[src/rtl/pwm_ramp_ctrl.sv]
// Sequencer for one PWM channel: takes a validated config over valid/ready, soft-starts the duty, and changes duty/period only on PWM period boundaries.
// Optional build macro PWM_CTRL_SOFTSTOP_EN: stop ramps the duty down (DRAIN) before disabling; otherwise stop disables at the next boundary.
module pwm_ramp_ctrl #(
    parameter int W                = 8,
    parameter int PERIODS_PER_STEP = 4
) (
    input  logic         clock,
    input  logic         reset,
    input  logic         io_cfgValid,
    output logic         io_cfgReady,
    input  logic [W-1:0] io_cfgPeriod,
    input  logic [W-1:0] io_cfgDuty,
    input  logic [W-1:0] io_cfgStep,
    output logic         io_cfgErr,
    input  logic         io_start,
    input  logic         io_stop,
    input  logic [W-1:0] io_contador,
    output logic         io_en,
    output logic [W-1:0] io_periodCounter,
    output logic [W-1:0] io_dutyCicle,
    output logic         io_busy
);
    localparam int            CW        = (PERIODS_PER_STEP > 1) ? $clog2(PERIODS_PER_STEP) : 1;
    localparam logic [CW-1:0] STEP_LAST = CW'(PERIODS_PER_STEP - 1);
    localparam logic [W-1:0]  ONE       = W'(1);

    typedef enum logic [1:0] {
        S_IDLE,
        S_RAMP,
        S_HOLD
`ifdef PWM_CTRL_SOFTSTOP_EN
        , S_DRAIN
`endif
    } state_t;

    state_t        state;
    logic [W-1:0]  sh_period, sh_target, sh_step;
    logic          cfg_loaded, cfg_pending;
    logic [W-1:0]  target, step;
    logic [CW-1:0] step_cnt;
`ifndef PWM_CTRL_SOFTSTOP_EN
    logic          stop_pending;
`endif

    logic          boundary, step_due, cfg_fire, cfg_ok;
    logic [W:0]    up_sum, dn_floor;
    logic [W-1:0]  ramp_duty, sh_period_m1, clamp_duty;

    assign boundary     = io_en && (io_contador == io_periodCounter);
    assign step_due     = boundary && (step_cnt == STEP_LAST);
    assign io_cfgReady  = (state == S_IDLE) || (state == S_HOLD);
    assign io_busy      = (state != S_IDLE);
    assign cfg_fire     = io_cfgValid && io_cfgReady;
    assign cfg_ok       = (io_cfgPeriod != '0) && (io_cfgDuty != '0) &&
                          (io_cfgDuty < io_cfgPeriod) && (io_cfgStep != '0);
    assign sh_period_m1 = sh_period - ONE;
    assign clamp_duty   = (io_dutyCicle < sh_period_m1) ? io_dutyCicle : sh_period_m1;

    // Next ramp value toward target, computed one bit wider so it saturates instead of wrapping.
    always_comb begin
        // NOTE: every output of this block gets a default first, so no path can infer a latch.
        up_sum    = {1'b0, io_dutyCicle} + {1'b0, step};
        dn_floor  = {1'b0, target} + {1'b0, step};
        ramp_duty = io_dutyCicle;
        if (io_dutyCicle < target)
            ramp_duty = (up_sum >= {1'b0, target}) ? target : up_sum[W-1:0];
        else if (io_dutyCicle > target)
            ramp_duty = ({1'b0, io_dutyCicle} >= dn_floor) ? (io_dutyCicle - step) : target;
    end

    // NOTE: sequential state uses non-blocking assignments so every branch sees pre-edge values.
    always_ff @(posedge clock or negedge reset) begin
        if (!reset) begin
            state            <= S_IDLE;
            io_en            <= 1'b0;
            io_periodCounter <= W'(2);
            io_dutyCicle     <= ONE;
            io_cfgErr        <= 1'b0;
            sh_period        <= W'(2);
            sh_target        <= ONE;
            sh_step          <= ONE;
            cfg_loaded       <= 1'b0;
            cfg_pending      <= 1'b0;
            target           <= ONE;
            step             <= ONE;
            step_cnt         <= '0;
`ifndef PWM_CTRL_SOFTSTOP_EN
            stop_pending     <= 1'b0;
`endif
        end else begin
            io_cfgErr <= cfg_fire && !cfg_ok;
            case (state)
                S_IDLE: begin
                    if (io_start && !io_stop && cfg_loaded) begin
                        io_en            <= 1'b1;
                        io_periodCounter <= sh_period;
                        io_dutyCicle     <= ONE;
                        target           <= sh_target;
                        step             <= sh_step;
                        step_cnt         <= '0;
                        cfg_pending      <= 1'b0;
                        state            <= S_RAMP;
                    end
                end
                S_RAMP, S_HOLD: begin
`ifdef PWM_CTRL_SOFTSTOP_EN
                    if (io_stop) begin
                        target      <= ONE;
                        cfg_pending <= 1'b0;
                        state       <= S_DRAIN;
                    end else
`else
                    // A stop is remembered until the boundary where the channel shuts off.
                    if (io_stop || stop_pending) begin
                        if (boundary) begin
                            io_en        <= 1'b0;
                            io_dutyCicle <= ONE;
                            step_cnt     <= '0;
                            stop_pending <= 1'b0;
                            cfg_pending  <= 1'b0;
                            state        <= S_IDLE;
                        end else begin
                            stop_pending <= 1'b1;
                        end
                    end else
`endif
                    if (state == S_RAMP) begin
                        if (step_due) begin
                            step_cnt     <= '0;
                            io_dutyCicle <= ramp_duty;
                            if (ramp_duty == target)
                                state <= S_HOLD;
                        end else if (boundary) begin
                            step_cnt <= step_cnt + CW'(1);
                        end
                    end else if (boundary && cfg_pending) begin
                        io_periodCounter <= sh_period;
                        io_dutyCicle     <= clamp_duty;
                        target           <= sh_target;
                        step             <= sh_step;
                        step_cnt         <= '0;
                        cfg_pending      <= 1'b0;
                        state            <= (clamp_duty == sh_target) ? S_HOLD : S_RAMP;
                    end
                end
`ifdef PWM_CTRL_SOFTSTOP_EN
                S_DRAIN: begin
                    if (step_due) begin
                        step_cnt <= '0;
                        if (io_dutyCicle == ONE) begin
                            io_en <= 1'b0;
                            state <= S_IDLE;
                        end else begin
                            io_dutyCicle <= ramp_duty;
                        end
                    end else if (boundary) begin
                        step_cnt <= step_cnt + CW'(1);
                    end
                end
`endif
                default: state <= S_IDLE;
            endcase

            // Placed after the state case so a config taken while holding is not lost.
            if (cfg_fire && cfg_ok) begin
                sh_period  <= io_cfgPeriod;
                sh_target  <= io_cfgDuty;
                sh_step    <= io_cfgStep;
                cfg_loaded <= 1'b1;
                if (state == S_HOLD && !io_stop)
                    cfg_pending <= 1'b1;
            end
        end
    end
endmodule
[config.mk]
export PLATFORM = sky130hd
export DESIGN_NAME = pwm_ramp_ctrl
export DESIGN_NICKNAME = d
export VERILOG_FILES = /design/src/rtl/pwm_ramp_ctrl.sv
export SDC_FILE = /design/constraint.sdc
export NUM_CORES = 1
export LEC_CHECK = 0
export ABC_AREA = 1
export CAP_MARGIN = 5
export CORE_MARGIN = 3
export CORE_UTILIZATION = 41
export CTS_BUF_LIST = sky130_fd_sc_hd__clkbuf_8
export DETAILED_ROUTE_END_ITERATION = 12
export DONT_BUFFER_PORTS = 1
export PLACE_DENSITY = 0.65
export SETUP_SLACK_MARGIN = 0.2
export SLEW_MARGIN = 40
export SYNTH_ARGS = -nofsm -noshare
export SYNTH_HDL_FRONTEND = slang
export SYNTH_SLANG_ARGS = --single-unit
[constraint.sdc]
create_clock -name clock -period 4.8 [get_ports clock]
set_input_delay 0.96 -clock clock [delete_from_list [all_inputs] [get_ports clock]]
set_output_delay 0.96 -clock clock [all_outputs]
set_load 0.005 [all_outputs]
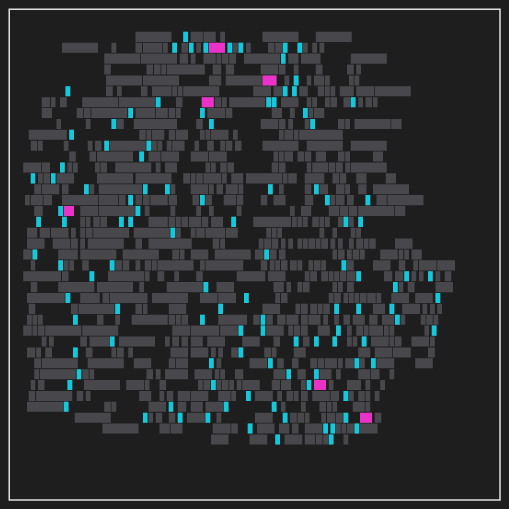
run_1/gates.png
Drawn at 4 px/µm.
| family | color | cells |
|---|---|---|
| non-inverting ao/oa cells | magenta | 6 |
| inv cells | cyan | 110 |

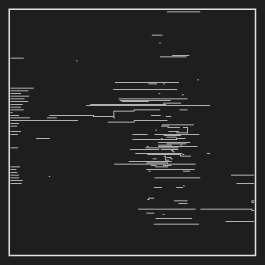
run_1/m3.png
Drawn at 2 px/µm.
nets with wire on the layer: 76
longest straight run: 61.4 µm
main direction: horizontal

==> job_summary.md, run 1 <==
## Implementation flow summary

| Metric | Value |
|---|---|
| Number of global-route vias before repair | `4740` |
| Area grow syn2layout | `8.57%` |
| Init Core Util | `0.429` |
| I/O Pins | `57` |
| Wire per inst | `15.4 µm` |
| Antenna Cells | `0` |
| Clk slew on worst S/H paths | `0.07 ns` |
| RSZ-0062 raised after global routing | `false` |
| Worst EP required | `5.05 ns` |
| CP delay by family, top | `simple AND/OR/NAND/NOR gates` |
| MI comb area | `3420 µm²` |
| FF-to-FF Start | `target[0]$_DFFE_PN1P_` |
| Reg2Reg Capture Point | `state[1]$_DFFE_PN0P_` |
| CP Capture Type | `flop` |
| Nets | `875` |
| Die height | `122 µm` |
| DP Area | `5750 µm²` |
| Mux share | `0` |
| Yosys top cell area share | `0.262` |
| Worst hold path type | `input port to async pin` |
| Top cells by area | `dfrtp_1 (26%), ha_1 (15%), nand2_1 (14%), inv_1 (6.9%), o21ai_0 (5.8%)` |
| Ys async rst share | `1.00` |
| Status | `completed` |
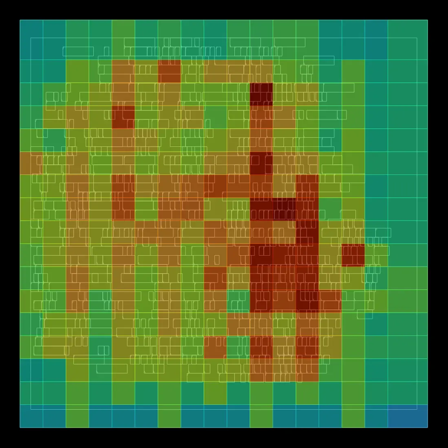
run_1/congestion_map.png
met1 Track Usage GR: 0.292
GRT Resource Usage Total: 0.205
GRT Max-Usage Layer: met2
final core occ: 0.466

-- run 1: flip-flops by register name, indices dropped and copies added (netlist names) --
name,count
io_dutyCicle,8
io_periodCounter,8
sh_period,8
sh_step,8
sh_target,8
step,8
target,8
state,2
step_cnt,2
cfg_loaded,1
cfg_pending,1
io_cfgErr,1
io_en,1
stop_pending,1
-- run 1: area by class of cell --
type,instances,area share
multi-input combinational,573,0.567
tap,172,0.0357
inverter,110,0.0686
clock buffer,11,0.0251
timing repair buffer,9,0.0112
sequential,65,0.271
clock inverter,5,0.0208
-- run 1: worst register-to-register path, delay by kind of cell (launching register included) --
family	cells	cell delay (ns)
fa+ha+maj	3	0.90
simple gates	16	1.37
buf+inv	2	0.10
xor+xnor	1	0.17
flops	1	0.60
compound gates	3	0.72
-- run 1: logic make-up after synthesis --
logic type                 after synthesis
xor gates and xnor gates                30
DFF                                     65
adders and majority gates               70
and+or+nand+nor                        331
buffers and inverters                  127
AOI/OAI and AO/OA                      142
-- run 1: per-stage QoR --
step / util / setup slack (ns)
after global routing: 0.466 / 0.489
after detailed placement: 0.445 / 0.887
after floorplan: - / 1.32
after CTS: 0.466 / 0.865
after global placement: 0.445 / 0.955
final: 0.466 / 0.821
-- run 1: routing by layer --
layer  track usage  part of all wire  routed length [µm]
met4        0.0840             0.034                 497
met2         0.303              0.42                6140
met1         0.292              0.47                6780
met5             0                 0                   0
met3        0.0419             0.077                1130
==> inputs of run 2 (changes only) <==
==> constraint.sdc (replaced) <==
create_clock -name clock -period 3.8 [get_ports clock]
set_input_delay 0.76 -clock clock [delete_from_list [all_inputs] [get_ports clock]]
set_output_delay 0.76 -clock clock [all_outputs]
set_load 0.005 [all_outputs]
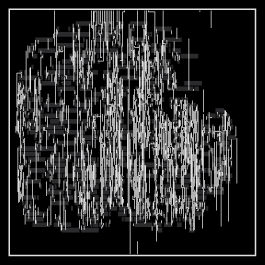
run_2/m2.png
Drawn at 2 px/µm. Cells faint in the background.
share of all routed wire: 44%
nets with wire on the layer: 674

==> run 2 against run 1 <==
Effect of this change:
- hold slack lost 0.19 ns
- die size did not move
- critical path depth up 2
- wire length rose by 3.5%
==> job_summary.md, run 2 <==
## Implementation flow summary

| Metric | Value |
|---|---|
| Clk slew on worst S/H paths | `0.07 ns (about the same)` |
| Ys flop type | `dfrtp_1 (unchanged)` |
| Layout cells sized above 1 | `0.163 (was 0.0854)` |
| Status | `completed (unchanged)` |
| CTS Root Buffer Type | `clkbuf_8 (unchanged)` |
| Die height | `122 µm (unchanged)` |
| Wire per inst | `15.5 µm (was 15.4 µm)` |
| Met2 Use GR | `0.321 (was 0.303)` |
| Antenna Cells | `0 (unchanged)` |
| Worst EP required | `4.03 ns (was 5.05 ns)` |
| DRC errors left | `0 (unchanged)` |
| DP Wirelength | `11600 µm (was 11400 µm)` |
| Met1 Track Usage GR | `0.298 (was 0.292)` |
| FF-to-FF Start | `step[0]$_DFFE_PN1P_ (was target[0]$_DFFE_PN1P_)` |
| CP Capture Type | `flop (unchanged)` |
| Init Core Util | `0.429 (unchanged)` |
| Reg2Reg Capture Point | `state[0]$_DFFE_PN0P_ (was state[1]$_DFFE_PN0P_)` |
| GRT Resource Usage Total | `0.209 (was 0.205)` |
| Wl on met1 | `7040 µm (was 6780 µm)` |
| Ys async rst share | `1.00 (unchanged)` |
| WL met2 | `6700 µm (was 6140 µm)` |
| Slew Limit Fails | `0 (unchanged)` |
| Number of global-route vias before repair | `4833 (was 4740)` |
| Nets | `905 (was 875)` |
| Top cells by area | `dfrtp_1 (26%), ha_1 (15%), nand2_1 (14%), inv_1 (6.9%), o21ai_0 (5.8%) (unchanged)` |
| WL met3 | `1060 µm (was 1130 µm)` |
| Final worst slack | `0.206 ns (was 0.821 ns)` |
| GRT Max-Usage Layer | `met2 (unchanged)` |
| RSZ-0062 raised after global routing | `true (was false)` |
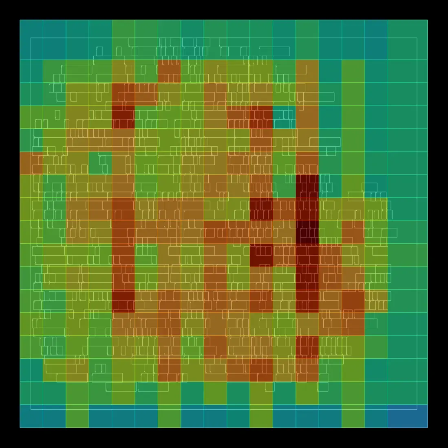
run_2/congestion_map.png
M3 GR Usage: 0.0382
final core occ: 0.494

-- run 2: what timing repair did --
action | CTS | global route
cloned | 1 | 0
resized | 8 | 39
endpoints found under the setup margin | 2 | 10
pin swaps | 3 | 13
setup buffers | 3 | 8
-- run 2: worst register-to-register path, delay by kind of cell, from the launching register on --
kind                       cells  cell delay (ns)
DFF                            1             0.39
buffers and inverters          3             0.33
AOI/OAI and AO/OA              2             0.36
xor gates and xnor gates       1             0.19
adders and majority gates      3             0.87
and+or+nand+nor               18             1.35
-- run 2: worst max-delay path by stage --
stage,cells after the start,endpoint,slack (ns)
3_3_place_gp,27,state[0]$_DFFE_PN0P_,0.10
3_5_place_dp,25,state[1]$_DFFE_PN0P_,0.02
4_1_cts,27,state[0]$_DFFE_PN0P_,0.22
6_report,27,state[0]$_DFFE_PN0P_,0.21
2_1_floorplan,25,state[0]$_DFFE_PN0P_,0.32
5_1_grt,27,state[1]$_DFFE_PN0P_,-0.06
-- run 2: area by class of cell --
cell class	instances	area, µm²	area share
timing repair buffer	38	289	0.0453
clock buffer	10	138	0.0216
clock inverter	6	52.6	0.00824
sequential	65	1640	0.256
tap	172	215	0.0337
multi-input combinational	574	3640	0.570
inverter	110	413	0.0647
-- run 2: logic make-up after synthesis --
| logic type | synth area share |
|---|---|
| xor+xnor | 0.0474 |
| buf+inv | 0.0900 |
| compound gates | 0.148 |
| fa+ha+maj | 0.162 |
| flops | 0.295 |
| simple gates | 0.258 |
-- run 2: per-stage QoR --
step                      setup TNS, ns  cell area [µm²]  hold slack [ns]
after floorplan                       0             5550            0.440
after global placement                0             5880            0.455
after detailed placement              0             5880            0.459
after CTS                             0             6140           0.0854
after global routing             -0.115             6380           0.0891
final                                 0             6380            0.109
==> inputs of run 3 (changes only) <==
--- a/config.mk
+++ b/config.mk
@@ -6,7 +6,6 @@
 export NUM_CORES = 1
 export LEC_CHECK = 0
 export ABC_AREA = 1
-export CAP_MARGIN = 5
 export CORE_MARGIN = 3
 export CORE_UTILIZATION = 41
 export CTS_BUF_LIST = sky130_fd_sc_hd__clkbuf_8
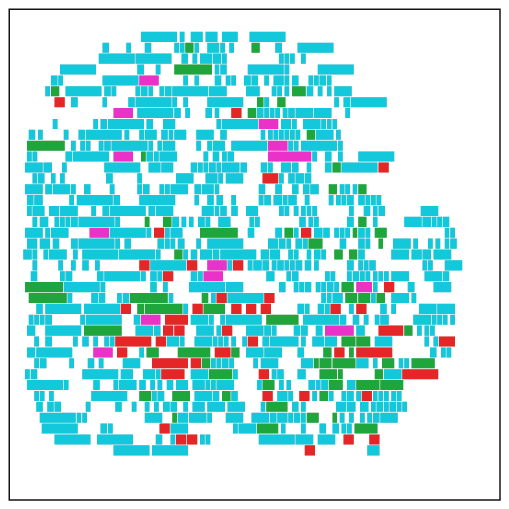
run_3/sizing.png
Drawn at 4 px/µm.
| size | color | cells | share |
|---|---|---|---|
| x1 and smaller | cyan | 672 | 84% |
| x3 and x4 | red | 47 | 5.9% |
| x2 | green | 71 | 8.8% |
| x6 and larger | magenta | 13 | 1.6% |

==> run 3 against run 2 <==
Effect of this change:
- utilization unchanged
- final cell count unchanged
- sequential share of layout area is the same
- global-route usage did not move
- clock-buffer cell count is the same
- critical endpoint unchanged
==> job_summary.md, run 3 <==
## Implementation flow summary

| Metric | Value |
|---|---|
| Top non-seq family | `simple AND/OR/NAND/NOR gates (unchanged)` |
| XOR-XNOR Cells, Area Fraction | `0.0474 (unchanged)` |
| Init Core Util | `0.429 (unchanged)` |
| Post-Synth Adder-Cell Area | `0.162 (unchanged)` |
| Yosys top cell area share | `0.262 (unchanged)` |
| Status | `completed (unchanged)` |
| RSZ-0062 raised after global routing | `true (unchanged)` |
| CP Capture Type | `flop (unchanged)` |
| Clk slew on worst S/H paths | `0.07 ns (about the same)` |
| Wire per inst | `15.5 µm (unchanged)` |
| Complex Gates by Area | `0.148 (unchanged)` |
| Design area | `6380 µm² (unchanged)` |
| Layout cells sized above 1 | `0.163 (unchanged)` |
| GRT Resource Usage Total | `0.209 (unchanged)` |
| Final core occ | `0.494 (unchanged)` |
| Nets | `905 (unchanged)` |
| Antenna Cells | `0 (unchanged)` |
| Mux share | `0 (unchanged)` |
| Setup slack at placement | `0.0181 ns (unchanged)` |
| I/O Pins | `57 (unchanged)` |
| DRC errors left | `0 (unchanged)` |
| DP Area | `5880 µm² (unchanged)` |
| Setup TNS | `0 ns (unchanged)` |
| FF-to-FF Start | `step[0]$_DFFE_PN1P_ (unchanged)` |
| CTS Root Buffer Type | `clkbuf_8 (unchanged)` |
| Number of global-route vias before repair | `4833 (unchanged)` |
| Slew Limit Fails | `0 (unchanged)` |
| Ys flop type | `dfrtp_1 (unchanged)` |
| Worst hold path type | `input port to async pin (unchanged)` |
| Top cells by area | `dfrtp_1 (26%), ha_1 (15%), nand2_1 (14%), inv_1 (6.9%), o21ai_0 (5.8%) (unchanged)` |
| DP Wirelength | `11600 µm (unchanged)` |
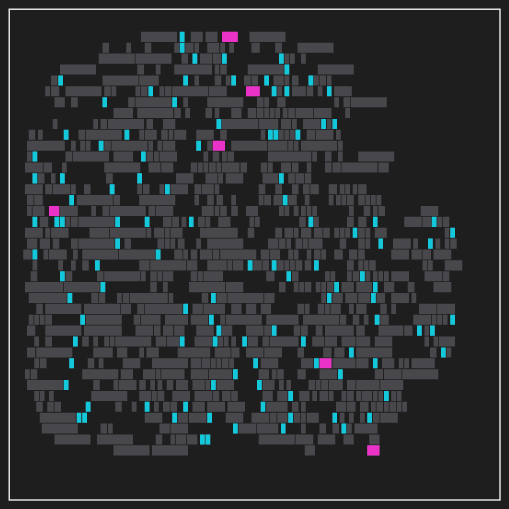
run_3/gates.png
Drawn at 4 px/µm.
| family | color | cells |
|---|---|---|
| non-inverting ao/oa cells | magenta | 6 |
| inv cells | cyan | 110 |

==> run 3: cell counts in the layout (fill, tap and decap cells not counted) <==
No cell type changed its count.
==> run 3: final cells by class <==
type	count	area share
flip-flops and latches	65	0.256
clock inverters	6	0.00824
inverters	110	0.0647
well taps	172	0.0337
repair buffers	38	0.0453
clock buffers	10	0.0216
multi-input cells	574	0.570
==> run 3: logic make-up (layout without fill, tap and decap cells) <==
| logic type | Yosys count | after routing |
|---|---|---|
| XOR/XNOR | 30 | 30 |
| AND-OR/OR-AND | 142 | 142 |
| buffers and inverters | 127 | 164 |
| AND/OR/NAND/NOR | 331 | 332 |
| flip-flops | 65 | 65 |
| adder cells (fa/ha/maj) | 70 | 70 |
==> run 3: timing repair <==
action                                  CTS  global route
setup buffers                             3             8
pin swaps                                 3            13
hold endpoints to repair                  0             0
endpoints found under the setup margin    2            10
gates resized                             8            39
cloned                                    1             0
==> run 3: worst max-delay path, stage by stage (launching register included) <==
cell      delay (ns)
dfstp_2         0.39
buf_4           0.14
ha_2            0.19
fa_2            0.40
a31o_2          0.24
xor2_2          0.19
inv_2           0.06
ha_4            0.28
nand2_2         0.08
nor2_4          0.12
nand2_1         0.05
nand3_1         0.06
nand2_1         0.05
nand2_1         0.07
nand2_2         0.07
nand3_4         0.11
buf_6           0.13
nand2_1         0.05
o211ai_1        0.12
nand2_1         0.13
nand2_1         0.08
nand3_1         0.07
nor2_1          0.10
nand2_1         0.07
nand2_2         0.08
nand2_2         0.05
nand2_1         0.06
nand2_1         0.05
==> run 3: metal layers <==
layer	GRT usage	routed length, µm	part of all wire
met5	0	0	0
met4	0.0658	274	0.018
met3	0.0382	1060	0.070
met2	0.321	6700	0.44
met1	0.298	7040	0.47
